Run 1, metal 1:
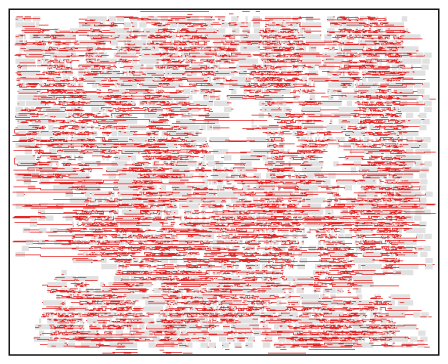
Run 1, signal wires on met2:
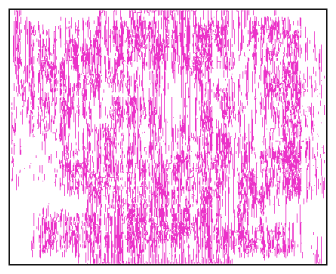
Run 1, metal 3:
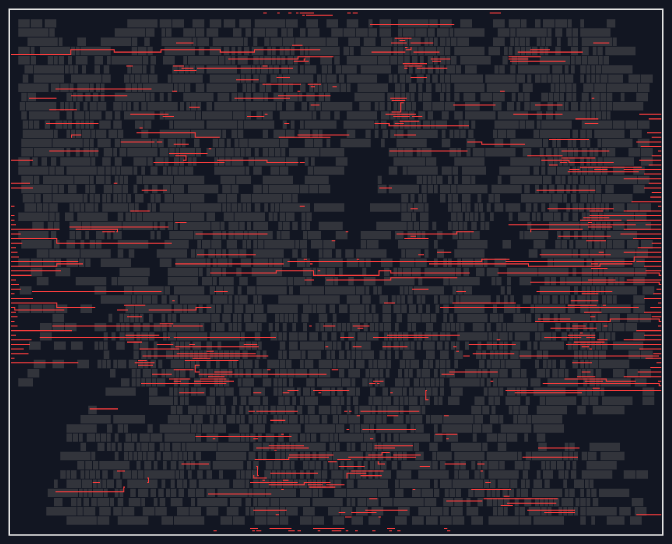
<file path="src/rtl/eq_mon_pkg.sv">
// ---------------------------------------------------------------------------
// eq_mon_pkg
// Shared types and helpers for the eq_compare_monitor checker slice.
//   chk_state_t : per-channel consecutive-mismatch state (OK / WARN / ALARM)
//   STREAK_W    : width of the consecutive-mismatch streak counter
//   sat_inc     : saturating increment for counters up to 32 bits wide
// ---------------------------------------------------------------------------
package eq_mon_pkg;

    localparam int unsigned STREAK_W = 8;

    typedef enum logic [1:0] {
        OK    = 2'd0,
        WARN  = 2'd1,
        ALARM = 2'd2
    } chk_state_t;

    // Callers zero-extend their counter to 32 bits and pass the all-ones
    // value of their own width as the ceiling.
    function automatic logic [31:0] sat_inc(input logic [31:0] v,
                                            input logic [31:0] maxv);
        return (v >= maxv) ? maxv : v + 32'd1;
    endfunction

endpackage

</file>
<file path="src/rtl/eq_compare_monitor_chan.sv">
// ---------------------------------------------------------------------------
// eq_chan_checker
// One monitor channel: masked compare, saturating pass/fail counters,
// consecutive-mismatch streak with OK/WARN/ALARM FSM, registered match and
// one-cycle mismatch pulse.
// Ports:
//   clk, rst_n          clock, async active-low reset
//   i_en, i_clr         global enable / synchronous clear
//   i_valid             sample qualifier for this channel
//   i_a, i_b, i_mask    operands and shared compare mask (1 = compare)
//   o_match             result of the last valid sample
//   o_mismatch_pulse    high for one cycle after a valid mismatching sample
//   o_pass_cnt/o_fail_cnt  saturating counters
//   o_alarm             sticky alarm (FSM in ALARM)
//   o_fail_now          combinational strobe: valid mismatch on this edge
// ---------------------------------------------------------------------------
module eq_chan_checker
    import eq_mon_pkg::*;
#(
    parameter int unsigned WIDTH  = 8,
    parameter int unsigned CNT_W  = 16,
    parameter int unsigned THRESH = 3
) (
    input  logic             clk,
    input  logic             rst_n,
    input  logic             i_en,
    input  logic             i_clr,
    input  logic             i_valid,
    input  logic [WIDTH-1:0] i_a,
    input  logic [WIDTH-1:0] i_b,
    input  logic [WIDTH-1:0] i_mask,
    output logic             o_match,
    output logic             o_mismatch_pulse,
    output logic [CNT_W-1:0] o_pass_cnt,
    output logic [CNT_W-1:0] o_fail_cnt,
    output logic             o_alarm,
    output logic             o_fail_now
);

    localparam logic [31:0]         CNT_MAX = 32'((64'd1 << CNT_W) - 64'd1);
    localparam logic [STREAK_W-1:0] THR     = STREAK_W'(THRESH);

    chk_state_t          r_state, w_state_nx;
    logic [STREAK_W-1:0] r_streak, w_streak_nx;
    logic                r_match, r_pulse;
    logic [CNT_W-1:0]    r_pass, r_fail;
    logic                w_sample, w_mis;

    // clr discards any coincident sample
    assign w_sample   = i_en & i_valid & ~i_clr;
    assign w_mis      = |((i_a ^ i_b) & i_mask);
    assign o_fail_now = w_sample & w_mis;

    always_comb begin
        w_state_nx  = r_state;
        w_streak_nx = r_streak;
        if (w_sample) begin
            case (r_state)
                OK: begin
                    if (w_mis) begin
                        w_streak_nx = STREAK_W'(1);
                        w_state_nx  = (THR == STREAK_W'(1)) ? ALARM : WARN;
                    end
                end
                WARN: begin
                    if (w_mis) begin
                        w_streak_nx = r_streak + STREAK_W'(1);
                        if (w_streak_nx == THR) w_state_nx = ALARM;
                    end else begin
                        w_streak_nx = '0;
                        w_state_nx  = OK;
                    end
                end
                ALARM: ;
                default: begin
                    w_streak_nx = '0;
                    w_state_nx  = OK;
                end
            endcase
        end
    end

    always_ff @(posedge clk or negedge rst_n) begin
        if (!rst_n) begin
            r_state  <= OK;
            r_streak <= '0;
        end else if (i_clr) begin
            r_state  <= OK;
            r_streak <= '0;
        end else begin
            r_state  <= w_state_nx;
            r_streak <= w_streak_nx;
        end
    end

    always_ff @(posedge clk or negedge rst_n) begin
        if (!rst_n) begin
            r_match <= 1'b0;
            r_pulse <= 1'b0;
            r_pass  <= '0;
            r_fail  <= '0;
        end else if (i_clr) begin
            r_match <= 1'b0;
            r_pulse <= 1'b0;
            r_pass  <= '0;
            r_fail  <= '0;
        end else begin
            // pulse is rewritten every edge so it drops even while en is low
            r_pulse <= w_sample & w_mis;
            if (w_sample) begin
                r_match <= ~w_mis;
                if (w_mis) r_fail <= CNT_W'(sat_inc(32'(r_fail), CNT_MAX));
                else       r_pass <= CNT_W'(sat_inc(32'(r_pass), CNT_MAX));
            end
        end
    end

    assign o_match          = r_match;
    assign o_mismatch_pulse = r_pulse;
    assign o_pass_cnt       = r_pass;
    assign o_fail_cnt       = r_fail;
    assign o_alarm          = (r_state == ALARM);

endmodule

</file>
<file path="src/rtl/eq_compare_monitor.sv">
// ---------------------------------------------------------------------------
// eq_compare_monitor
// Multi-channel registered equality monitor. One eq_chan_checker per
// channel; this level owns the sample-cycle counter and the first-failure
// capture (lowest channel index wins on a tie).
// Ports:
//   clk, rst_n, en, clr    clock, async active-low reset, enable, sync clear
//   ch_valid[NCH]          per-channel sample qualifier
//   a, b [NCH*WIDTH]       operands, channel i at [i*WIDTH +: WIDTH]
//   cmp_mask[WIDTH]        shared compare mask, 1 = compare
//   match, mismatch_pulse, alarm [NCH]   per-channel status
//   pass_cnt, fail_cnt [NCH*CNT_W]       per-channel saturating counters
//   ff_valid, ff_ch, ff_a, ff_b, ff_cycle  first-failure capture
// ---------------------------------------------------------------------------
module eq_compare_monitor
    import eq_mon_pkg::*;
#(
    parameter int unsigned WIDTH  = 8,
    parameter int unsigned NCH    = 4,
    parameter int unsigned CNT_W  = 16,
    parameter int unsigned THRESH = 3,
    parameter int unsigned CYC_W  = 32
) (
    input  logic                                    clk,
    input  logic                                    rst_n,
    input  logic                                    en,
    input  logic                                    clr,
    input  logic [NCH-1:0]                          ch_valid,
    input  logic [NCH*WIDTH-1:0]                    a,
    input  logic [NCH*WIDTH-1:0]                    b,
    input  logic [WIDTH-1:0]                        cmp_mask,
    output logic [NCH-1:0]                          match,
    output logic [NCH-1:0]                          mismatch_pulse,
    output logic [NCH*CNT_W-1:0]                    pass_cnt,
    output logic [NCH*CNT_W-1:0]                    fail_cnt,
    output logic [NCH-1:0]                          alarm,
    output logic                                    ff_valid,
    output logic [((NCH > 1) ? $clog2(NCH) : 1)-1:0] ff_ch,
    output logic [WIDTH-1:0]                        ff_a,
    output logic [WIDTH-1:0]                        ff_b,
    output logic [CYC_W-1:0]                        ff_cycle
);

    localparam int unsigned FFW = (NCH > 1) ? $clog2(NCH) : 1;

    logic [NCH-1:0]   w_fail_now;
    logic             w_any;
    logic [FFW-1:0]   w_sel;
    logic [WIDTH-1:0] w_sel_a, w_sel_b;

    logic [CYC_W-1:0] r_cyc;
    logic             r_ff_valid;
    logic [FFW-1:0]   r_ff_ch;
    logic [WIDTH-1:0] r_ff_a, r_ff_b;
    logic [CYC_W-1:0] r_ff_cycle;

    for (genvar i = 0; i < NCH; i++) begin : g_ch
        eq_chan_checker #(
            .WIDTH  (WIDTH),
            .CNT_W  (CNT_W),
            .THRESH (THRESH)
        ) u_chk (
            .clk              (clk),
            .rst_n            (rst_n),
            .i_en             (en),
            .i_clr            (clr),
            .i_valid          (ch_valid[i]),
            .i_a              (a[i*WIDTH +: WIDTH]),
            .i_b              (b[i*WIDTH +: WIDTH]),
            .i_mask           (cmp_mask),
            .o_match          (match[i]),
            .o_mismatch_pulse (mismatch_pulse[i]),
            .o_pass_cnt       (pass_cnt[i*CNT_W +: CNT_W]),
            .o_fail_cnt       (fail_cnt[i*CNT_W +: CNT_W]),
            .o_alarm          (alarm[i]),
            .o_fail_now       (w_fail_now[i])
        );
    end

    // Lowest failing index wins; operands are muxed here with constant
    // slices so no variable part-select is needed downstream.
    always_comb begin
        w_any   = 1'b0;
        w_sel   = '0;
        w_sel_a = '0;
        w_sel_b = '0;
        for (int unsigned i = 0; i < NCH; i++) begin
            if (w_fail_now[i] && !w_any) begin
                w_any   = 1'b1;
                w_sel   = FFW'(i);
                w_sel_a = a[i*WIDTH +: WIDTH];
                w_sel_b = b[i*WIDTH +: WIDTH];
            end
        end
    end

    always_ff @(posedge clk or negedge rst_n) begin
        if (!rst_n)      r_cyc <= '0;
        else if (clr)    r_cyc <= '0;
        else if (en)     r_cyc <= r_cyc + CYC_W'(1);
    end

    always_ff @(posedge clk or negedge rst_n) begin
        if (!rst_n) begin
            r_ff_valid <= 1'b0;
            r_ff_ch    <= '0;
            r_ff_a     <= '0;
            r_ff_b     <= '0;
            r_ff_cycle <= '0;
        end else if (clr) begin
            r_ff_valid <= 1'b0;
            r_ff_ch    <= '0;
            r_ff_a     <= '0;
            r_ff_b     <= '0;
            r_ff_cycle <= '0;
        end else if (!r_ff_valid && w_any) begin
            r_ff_valid <= 1'b1;
            r_ff_ch    <= w_sel;
            r_ff_a     <= w_sel_a;
            r_ff_b     <= w_sel_b;
            r_ff_cycle <= r_cyc;
        end
    end

    assign ff_valid = r_ff_valid;
    assign ff_ch    = r_ff_ch;
    assign ff_a     = r_ff_a;
    assign ff_b     = r_ff_b;
    assign ff_cycle = r_ff_cycle;

endmodule

</file>
<file path="config.mk">
export PLATFORM = sky130hd
export DESIGN_NAME = eq_compare_monitor
export DESIGN_NICKNAME = d
export VERILOG_FILES = /design/src/rtl/eq_mon_pkg.sv /design/src/rtl/eq_compare_monitor_chan.sv /design/src/rtl/eq_compare_monitor.sv
export SDC_FILE = /design/constraint.sdc
export NUM_CORES = 1
export LEC_CHECK = 0
export ABC_AREA = 1
export CAP_MARGIN = 20
export CORE_ASPECT_RATIO = 0.8
export CORE_MARGIN = 2
export CORE_UTILIZATION = 54
export CTS_BUF_LIST = sky130_fd_sc_hd__clkbuf_4
export DETAILED_ROUTE_END_ITERATION = 10
export GPL_ROUTABILITY_DRIVEN = 0
export PLACE_DENSITY = 0.85
export SKIP_CTS_REPAIR_TIMING = 1
export SYNTH_ARGS = -nofsm -noshare
export SYNTH_HDL_FRONTEND = slang
export SYNTH_SLANG_ARGS = --single-unit
export TNS_END_PERCENT = 20
</file>
<file path="constraint.sdc">
create_clock -name clk -period 2.2 [get_ports clk]
set_input_delay 0.44 -clock clk [delete_from_list [all_inputs] [get_ports clk]]
set_output_delay 0.44 -clock clk [all_outputs]
set_load 0.005 [all_outputs]
</file>
==> notes.md, run 1 <==
yosys + openroad results -> Worst VDD drop=440 uV, Distinct cells, synth=approximately 53, worst-path cell chain=clkdlybuf4s50_1, Reg power frac=approximately 46%, Post-synth top cells=nand2_1 (449), inv_1 (311), dfrtp_1 (259), nand3_1 (232), o21ai_0 (214), Synth Register Bits=between 200 and 300, via count of the first global-routing pass=between 15,000 and 20,000, CTS Sinks=259, Core ar.=between 20,000 and 30,000 um^2, clk slew on worst S/H paths=approximately 0.070 ns, Clock Power Share=between 30% and 40%, Max transition margin=a little under three fifths, syn avg cell area=~7.4 um^2, Crit path buffers/inverters=1, All-Layer GR Usage=a little under a third, Placed Area=between 15,000 and 20,000 um^2, DP Cell Count=~2,800, Post-Syn Instances=approximately 2,100, worst-path fanout max=5, first-pass GRT wire length=75.5 mm, final antenna-violating net count=0, Synth Flop Type=dfrtp_1, TritonCTS Buffers=roughly 70, DIE WIDTH=slightly below 200 um, CP delay by family, top=buffers and inverters, finished layout cell area=approximately 20,000 um^2, reg2reg start=g_ch[0].u_chk.o_fail_cnt[0], CP Launch Type=flop, YS chip area=roughly 15,000 um^2, setup ws final=0.0641 ns, largest net degree at the start of global routing=just over 70, CP startpoint=g_ch[0].u_chk.o_pass_cnt[11], Max Used Layer=met4, starting density of the core=between 50% and 60%, die area=about 30,000 um^2, tool warnings=30, FA/HA/MAJ Cells, Area Fraction=1.38%, Lkg Pwr=slightly below 10 nW, status=completed, Simple Share, Synth=around 29%, Vias/cell=roughly 5.5, H-tree Lvls=3, Setup Crit Path Kind=reg -> out, height of the die=155 um, crit end category=output pin, largest area contributor in the netlist=dfrtp_1, setup violators final=0, Logic pwr share=between 10% and 20%, Pwr per Cell Area=536 nW/um^2, final-report max-slew violation count=0, Cell area leaders=dfrtp_1 (42%), nand2_1 (11%), inv_1 (7.6%), hpwl dp=roughly 35 mm, TritonCTS clock tree=done, initial antenna violation count=3, top cell type's share of synthesized area=a little over two fifths, Reg-to-Reg End=g_ch[0].u_chk.o_fail_cnt[7], post-layout period usage=between 90% and 100%, DR DRC count=0, worst reg-to-reg setup slack=~0.09 ns, Setup crit end=pass_cnt[11], Worst EP required=~1.8 ns, count of library flops with an enable pin=0, Switch Pwr=between 3 and 4 mW, MaxCap Viol Count=0, share of post-route cells with drive strength above 1=a little over an eighth, cell-internal power=7.75 mW, post-place setup slack=-0.306 ns, Synth Seq Share=a little over two fifths, Yosys warnings=0, top-count cell post-synth=nand2_1, fin cells=2,924, final hold vios=0, Mux area share=0%, Pwr Total=about 11 mW, Net count, final=2,600, final core utilization=between 70% and 80%, Post-Route Skew=about 0.036 ns, FF-to-FF path depth=9, Async SR Flop Fraction=100%, Crit path largest cell delay=roughly 0.55 ns, Min-Delay Path Class=in -> async, total negative setup slack=0 ns, Ports=271, Arr. time, crit path=~1.7 ns, IO buf count=~270, Complex Gates by Area=13.4%, Levels on crit path=1, slew at the pin closest to its max-slew limit=roughly 0.65 ns, Achievable Freq=roughly 470 MHz, Longest Clk Path Bufs=3, Core Rows=roughly 55, top comb family, area=simple AND/OR/NAND/NOR gates, total grt overflow=0, # Cells Yosys=approximately 2,100, DR pass1 iterations=5, dominant logic cell type in the layout=nand2_1, Synth Net Count=2,178, Tmin final=between 2 and 2.5 ns, CTS root buf=clkbuf_4, Net Sw Frac=just under 30%, mapped cell area=around 15,000 um^2, WL/cell=16.0 um, XORs/XNORs by Area=~3.6%, met3 WL post-DR=between 3 and 4 mm, drt initial violations=~1,400, M1 wire length=~19 mm, hold slack=0.255 ns, Late-Pin Clk Latency=0.72 ns
Notes on 'metal 1' above:
wire length on this layer: 19,100 um
nets with wire on the layer: 2,372
main direction: horizontal
vias: 16,200
Routed Wire Length: 46.7 mm
GRT met1 Usage: 40.7%

Notes on 'signal wires on met2' above:
wire length on this layer: 21.6 mm
share of all routed wire: 46%
main direction: vertical
met2 layer usage reported by global route: 49.7%

Notes on 'metal 3' above:
main direction: horizontal
wire length on this layer: 3,860 um
share of all routed wire: 8.3%
met3 Resource Use GR: 6.68%

[run 1: state kept, by name, summed over array words and instances, names as in the netlist]
name                         flops
ff_b                             8
ff_valid                         1
ff_cycle                        32
g_ch.u_chk.o_mismatch_pulse      4
g_ch.u_chk.r_state               8
g_ch.u_chk.o_fail_cnt           64
ff_ch                            2
g_ch.u_chk.o_pass_cnt           64
r_cyc                           32
ff_a                             8
g_ch.u_chk.r_streak             32
g_ch.u_chk.o_match               4
[run 1: worst min-delay path by stage]
stage	startpoint	endpoint	slack, ns
6_report	rst_n	ff_b[5]	0.26
5_1_grt	rst_n	g_ch[3].u_chk.o_match	0.25
4_1_cts	rst_n	g_ch[2].u_chk.o_pass_cnt[3]	-0.38
3_5_place_dp	rst_n	g_ch[0].u_chk.o_pass_cnt[4]	0.37
3_3_place_gp	rst_n	g_ch[0].u_chk.o_pass_cnt[4]	0.38
2_1_floorplan	rst_n	ff_a[0]	0.14
[run 1: metal layers]
| layer | vias to the layer above | global-route usage, % |
|---|---|---|
| met3 | 158 | 6.68 |
| met2 | 712 | 49.7 |
| met5 | - | 0 |
| met4 | 0 | 16.4 |
| met1 | 7589 | 40.7 |
| li1 | 7726 | - |
[run 1: power groups by stage]
stage                     sequential (mW)  clock (mW)  combinational [mW]
final                                5.03        4.16                1.72
after global routing                 5.05        4.50                1.90
after CTS                            5.03        4.26                1.71
after detailed placement             5.11           0                1.70
after global placement               5.11           0                1.64
after floorplan                      5.09           0               0.808
[run 1: final cells by class]
| type | instances | area, um^2 |
|---|---|---|
| fillers | 2191 | 7770 |
| multi-input cells | 1426 | 7280 |
| flip-flops and latches | 259 | 6500 |
| repair buffers | 424 | 4090 |
| inverters | 321 | 1200 |
| clock buffers | 94 | 706 |
| well taps | 370 | 463 |
| clock inverters | 26 | 126 |
| diodes | 4 | 10.0 |
==> run 1 -> run 2 <==
--- a/config.mk
+++ b/config.mk
@@ -9,11 +9,12 @@
 export CAP_MARGIN = 20
 export CORE_ASPECT_RATIO = 0.8
 export CORE_MARGIN = 2
-export CORE_UTILIZATION = 54
+export CORE_UTILIZATION = 52
 export CTS_BUF_LIST = sky130_fd_sc_hd__clkbuf_4
+export CTS_CLUSTER_SIZE = 10
 export DETAILED_ROUTE_END_ITERATION = 10
 export GPL_ROUTABILITY_DRIVEN = 0
-export PLACE_DENSITY = 0.85
+export PLACE_DENSITY = 0.82
 export SKIP_CTS_REPAIR_TIMING = 1
 export SYNTH_ARGS = -nofsm -noshare
 export SYNTH_HDL_FRONTEND = slang
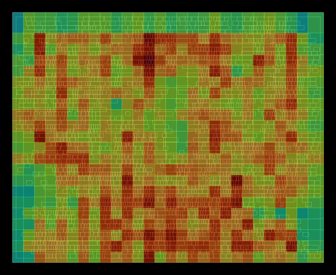
Run 2: routing congestion
met3 Resource Use GR: 7.95%
final core utilization: 70.7%
grt peak-use layer: met2

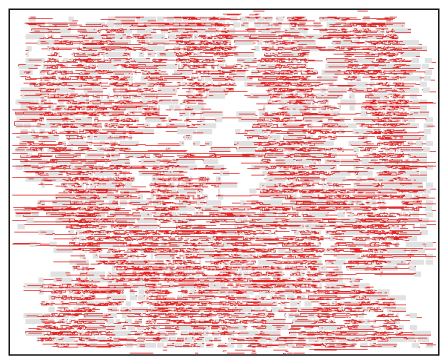
Run 2: metal 1
share of all routed wire: 43%
longest straight run: 44.2 um
main direction: horizontal
Routed Wire Length: 47.5 mm
GRT met1 Usage: 40.6%
vias: 16,000

==> notes.md, run 2 <==
yosys + openroad results -> status=finished with violations, failing checks=negative setup slack, syn avg cell area=between 7 and 8 um^2, Comb. pwr=~1.8 mW, Ports=between 200 and 300, via count of the first global-routing pass=between 15,000 and 20,000, Achievable Freq=~440 MHz, Arr. time, crit path=approximately 1.8 ns, Synth Seq Share=a little over two fifths, CTS root buf=clkbuf_4, DIE WIDTH=slightly below 200 um, slew at the pin closest to its max-slew limit=roughly 0.47 ns, Placed Area=~20,000 um^2, finished layout cell area=about 21,000 um^2, Distinct cells, synth=~53, DR pass1 iterations=5, Synth Flop Type=dfrtp_1, final antenna-violating net count=0, top cell type's share of synthesized area=42.2%, Core Rows=roughly 56, Setup Crit Path Kind=reg -> out, CTS Sinks=between 200 and 300, drt initial violations=1,494, IO buf count=270, tool warnings=31, clk slew on worst S/H paths=roughly 0.060 ns, Min-Delay Path Class=in -> async, Yosys warnings=0, hpwl dp=~35 mm, # Cells Yosys=~2,100, initial antenna violation count=3, mapped cell area=15,400 um^2, Comb area=between 7000 and 8000 um^2, Logic pwr share=between 15 and 20%, first-pass GRT wire length=77.0 mm, met3 WL post-DR=about 4.0 mm, met2 layer usage reported by global route=49.8%, worst reg-to-reg setup slack=0.09 ns, height of the die=about 160 um, dominant logic cell type in the layout=nand2_1, leading power group=registers, Post-Route Skew=0.0352 ns, Reg power frac=~44%, Vias/cell=approximately 5.5, storage element area=around 6500 um^2, Max Used Layer=met4, Post-Syn Instances=2,081, cell-internal power=around 8 mW, Synth Register Bits=between 200 and 300, Tmin final=2.25 ns, share of post-route cells with drive strength above 1=around 15%, total grt overflow=0, Late-Pin Clk Latency=approximately 0.72 ns, All-Layer GR Usage=30.7%, setup violators final=1, DR DRC count=0, total sequential power=5.04 mW, post-layout period usage=102%, Net Sw Frac=between 20% and 30%, FF-to-FF path depth=9, Lkg Pwr=10.1 nW, hold slack=0.170 ns, Pwr per Cell Area=between 500 and 600 nW/um^2, Async SR Flop Fraction=100%, Switch Pwr=~3.2 mW, post-place setup slack=-0.292 ns, Cell area leaders=dfrtp_1 (42%), nand2_1 (11%), inv_1 (7.6%), YS chip area=between 15,000 and 20,000 um^2, top-count cell post-synth=nand2_1, Net count, final=approximately 2,600, Post-synth top cells=nand2_1 (449), inv_1 (311), dfrtp_1 (259), nand3_1 (232), o21ai_0 (214), Worst VDD drop=approximately 330 uV, count of library flops with an enable pin=0, die area=between 30,000 and 40,000 um^2, total negative setup slack=-0.0536 ns, worst-path fanout max=3, TritonCTS clock tree=done, fillers=2,286, largest area contributor in the netlist=dfrtp_1, crit end category=output pin, starting density of the core=between 50 and 60%, Clock Power Share=roughly two fifths, final hold vios=0, Longest Clk Path Bufs=3, RSZ-0062 raised after global routing=true, largest net degree at the start of global routing=approximately 75, CP Launch Type=flop, setup ws final=-0.0536 ns, M1 wire length=slightly above 20 mm, final-report max-slew violation count=0, Worst EP required=1.76 ns, WL/cell=about 16 um, Max transition margin=around two thirds, Pwr Total=between 10 and 15 mW, Synth Net Count=2,178, MaxCap Viol Count=0, TritonCTS Buffers=around 69, H-tree Lvls=3, clock group power=~4.6 mW, Core ar.=roughly 29,000 um^2
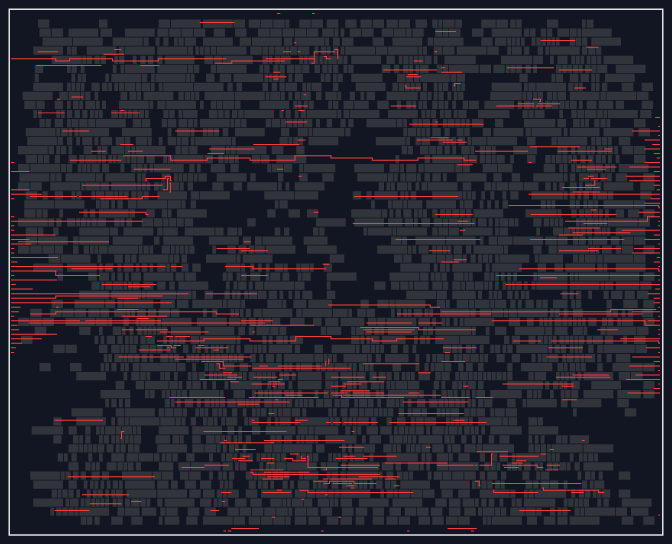
Run 2: metal 3
wire length on this layer: 4,010 um
longest straight run: 70.8 um
share of all routed wire: 8.4%
main direction: horizontal
nets with wire on the layer: 314

run 2: cell counts after synthesis:
No cell type changed its count.
run 2: cell families (layout without fill, tap and decap cells):
group	Yosys count	after routing	synth area share, %
AND/OR/NAND/NOR	968	968	28.7
buffers and inverters	396	870	10.8
AND-OR/OR-AND	378	378	13.4
flip-flops	259	259	42.2
XOR/XNOR	63	63	3.59
adder cells (fa/ha/maj)	17	17	1.38
other	0	2	0
run 2: layout make-up:
| type | count | share of cell area (%) |
|---|---|---|
| well taps | 377 | 2.28 |
| inverters | 321 | 5.83 |
| multi-input cells | 1426 | 35.1 |
| flip-flops and latches | 259 | 31.5 |
| clock buffers | 94 | 3.41 |
| diodes | 2 | 0.0242 |
| clock inverters | 19 | 1.00 |
| repair buffers | 436 | 20.8 |
run 2: worst max-delay path: stages, from the launching register on:
cell and delay (ns):
dfrtp_1 0.42, nor2_4 0.17, clkdlybuf4s50_1 0.53
run 2: path summary, 6_finish.rpt:
path / from / to
worst max register to register: g_ch[0].u_chk.o_fail_cnt[0] / g_ch[0].u_chk.o_fail_cnt[7]
worst min-delay path: rst_n / g_ch[0].u_chk.o_pass_cnt[5]
worst max-delay path: g_ch[0].u_chk.r_state[0] / alarm[0]
worst min register to register: r_cyc[20] / r_cyc[20]
max in group asynchronous: rst_n / g_ch[1].u_chk.o_pass_cnt[5]
min in group clk: a[30] / ff_a[6]
run 2: per-stage QoR:
| stage | utilization (%) | instances |
|---|---|---|
| 2_1_floorplan | - | 2081 |
| 3_3_place_gp | 67.1 | 2816 |
| 3_5_place_dp | 67.1 | 2816 |
| 4_1_cts | 70.3 | 2929 |
| 5_1_grt | 70.7 | 2933 |
| 6_report | 70.7 | 2934 |
==> run 2 -> run 3 <==
--- a/config.mk
+++ b/config.mk
@@ -6,7 +6,6 @@
 export NUM_CORES = 1
 export LEC_CHECK = 0
 export ABC_AREA = 1
-export CAP_MARGIN = 20
 export CORE_ASPECT_RATIO = 0.8
 export CORE_MARGIN = 2
 export CORE_UTILIZATION = 52
@@ -19,4 +18,4 @@
 export SYNTH_ARGS = -nofsm -noshare
 export SYNTH_HDL_FRONTEND = slang
 export SYNTH_SLANG_ARGS = --single-unit
-export TNS_END_PERCENT = 20
+export TNS_END_PERCENT = 100
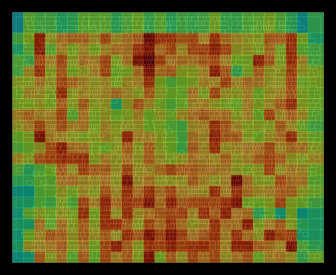
Run 3: routing congestion
met2 layer usage reported by global route: 49.8%
All-Layer GR Usage: 30.7%
final core utilization: 70.9%
WL/cell: 16.2 um

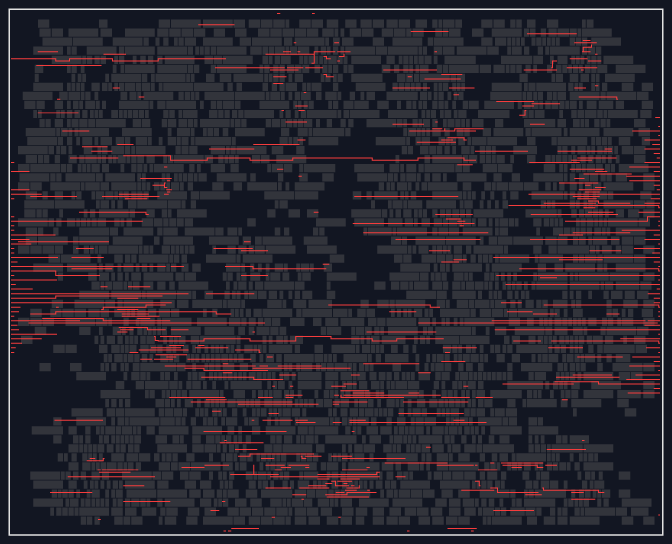
Run 3: metal 3
share of all routed wire: 8.6%
longest straight run: 71.8 um
main direction: horizontal
wire length on this layer: 4,130 um
nets with wire on the layer: 312
vias: 16,100
Routed Wire Length: 47.8 mm

==> notes.md, run 3 <==
yosys + openroad results -> hold slack=approximately 0.17 ns, fillers=~2,300, Cell area leaders=dfrtp_1 (42%), nand2_1 (11%), inv_1 (7.6%), Reg-to-Reg End=g_ch[0].u_chk.o_fail_cnt[7], Core Rows=around 56, Post-synth top cells=nand2_1 (449), inv_1 (311), dfrtp_1 (259), nand3_1 (232), o21ai_0 (214), height of the die=between 150 and 200 um, largest net degree at the start of global routing=75, Longest Clk Path Bufs=3, # Cells Yosys=about 2,100, Synth Seq Share=about 42%, top comb family, area=simple AND/OR/NAND/NOR gates, Lkg Pwr=roughly 10 nW, Synth Net Count=roughly 2,200, Synth Flop Type=dfrtp_1, Reg power frac=a little over two fifths, FF-to-FF path depth=9, IO buf count=270, Max Used Layer=met4, final hold vios=0, Yosys warnings=0, crit end category=output pin, final antenna-violating net count=0, CP Launch Type=flop, CTS root buf=clkbuf_4, setup violators final=1, TritonCTS Buffers=a little under 70, FA/HA/MAJ Cells, Area Fraction=between 1 and 1.5%, Post-Syn Instances=2,081, MaxCap Viol Count=0, dominant logic cell type in the layout=nand2_1, die area=31,000 um^2, via count of the first global-routing pass=15,400, top-count cell post-synth=nand2_1, worst-path fanout max=3, fin cells=just under 3,000, Switch Pwr=around 3.2 mW, met3 WL post-DR=4.13 mm, post-layout period usage=102%, Vias/cell=approximately 5.5, status=finished with violations, largest area contributor in the netlist=dfrtp_1, slew at the pin closest to its max-slew limit=roughly 0.47 ns, DR pass1 iterations=6, Complex Gates by Area=13.4%, DR DRC count=0, Post-Route Skew=around 0.035 ns, Max transition margin=between 60% and 70%, DIE WIDTH=196 um, failing checks=negative setup slack, setup ws final=-0.0493 ns, worst reg-to-reg setup slack=~0.12 ns, XORs/XNORs by Area=around 3.6%, count of library flops with an enable pin=0, Core ar.=29,200 um^2, Ports=271, Logic pwr share=between 15 and 20%, Pwr per Cell Area=roughly 550 nW/um^2, finished layout cell area=~21,000 um^2, top cell type's share of synthesized area=between 40% and 50%, initial antenna violation count=3, syn avg cell area=7.39 um^2, Mux area share=0%, reg2reg start=g_ch[0].u_chk.o_fail_cnt[0], CTS Sinks=259
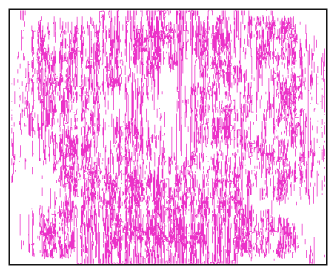
Run 3: signal wires on met2
longest straight run: 90.1 um
share of all routed wire: 46%
main direction: vertical
wire length on this layer: 22.2 mm
nets with wire on the layer: 2,154

[run 3: worst max-delay path by stage]
stage	slack, ns	cells past startpoint	from	end
5_1_grt	-0.17	2	g_ch[0].u_chk.r_state[0]	alarm[0]
3_5_place_dp	-0.29	14	b[17]	ff_b[4]
2_1_floorplan	0.54	10	g_ch[2].u_chk.o_fail_cnt[0]	g_ch[2].u_chk.o_fail_cnt[14]
4_1_cts	-0.25	2	g_ch[0].u_chk.r_state[0]	alarm[0]
6_report	-0.05	2	g_ch[0].u_chk.r_state[0]	alarm[0]
3_3_place_gp	-0.22	12	cmp_mask[3]	g_ch[2].u_chk.o_fail_cnt[12]
[run 3: cells by family (layout without fill, tap and decap cells)]
kind of cell               Yosys count  in the layout
adders and majority gates           17             17
other                                0              2
DFF                                259            259
AOI/OAI and AO/OA                  378            378
xor gates and xnor gates            63             63
and+or+nand+nor                    968            968
buffers and inverters              396            880
[run 3: layout make-up]
type                       instances  area share, %
multi-input combinational       1426           35.0
timing repair buffer             446           21.0
clock inverter                    19           1.00
inverter                         321           5.81
sequential                       259           31.4
tap                              377           2.28
antenna                            2         0.0241
clock buffer                      94           3.40
[run 3: power by group through the flow]
stage	clock (mW)	combinational [mW]	sequential (mW)
CTS	4.74	1.74	5.03
global placement	0	1.69	5.11
floorplan	0	0.808	5.09
detailed placement	0	1.73	5.12
finish	4.65	1.75	5.04
global route	5.01	1.93	5.05
[run 3: layer usage]
layer	global-route usage, %	vias up
li1	-	7740
met1	40.6	7525
met2	49.8	698
met3	7.95	106
met4	9.56	0
met5	0	-
[run 3: worst max-delay path: cells and delay by family, from the launching register on]
kind	cells	cell delay [ns]
AND/OR/NAND/NOR	1	0.17
buffers and inverters	1	0.53
flip-flops	1	0.42
Power is estimated from default activity; no workload was simulated.
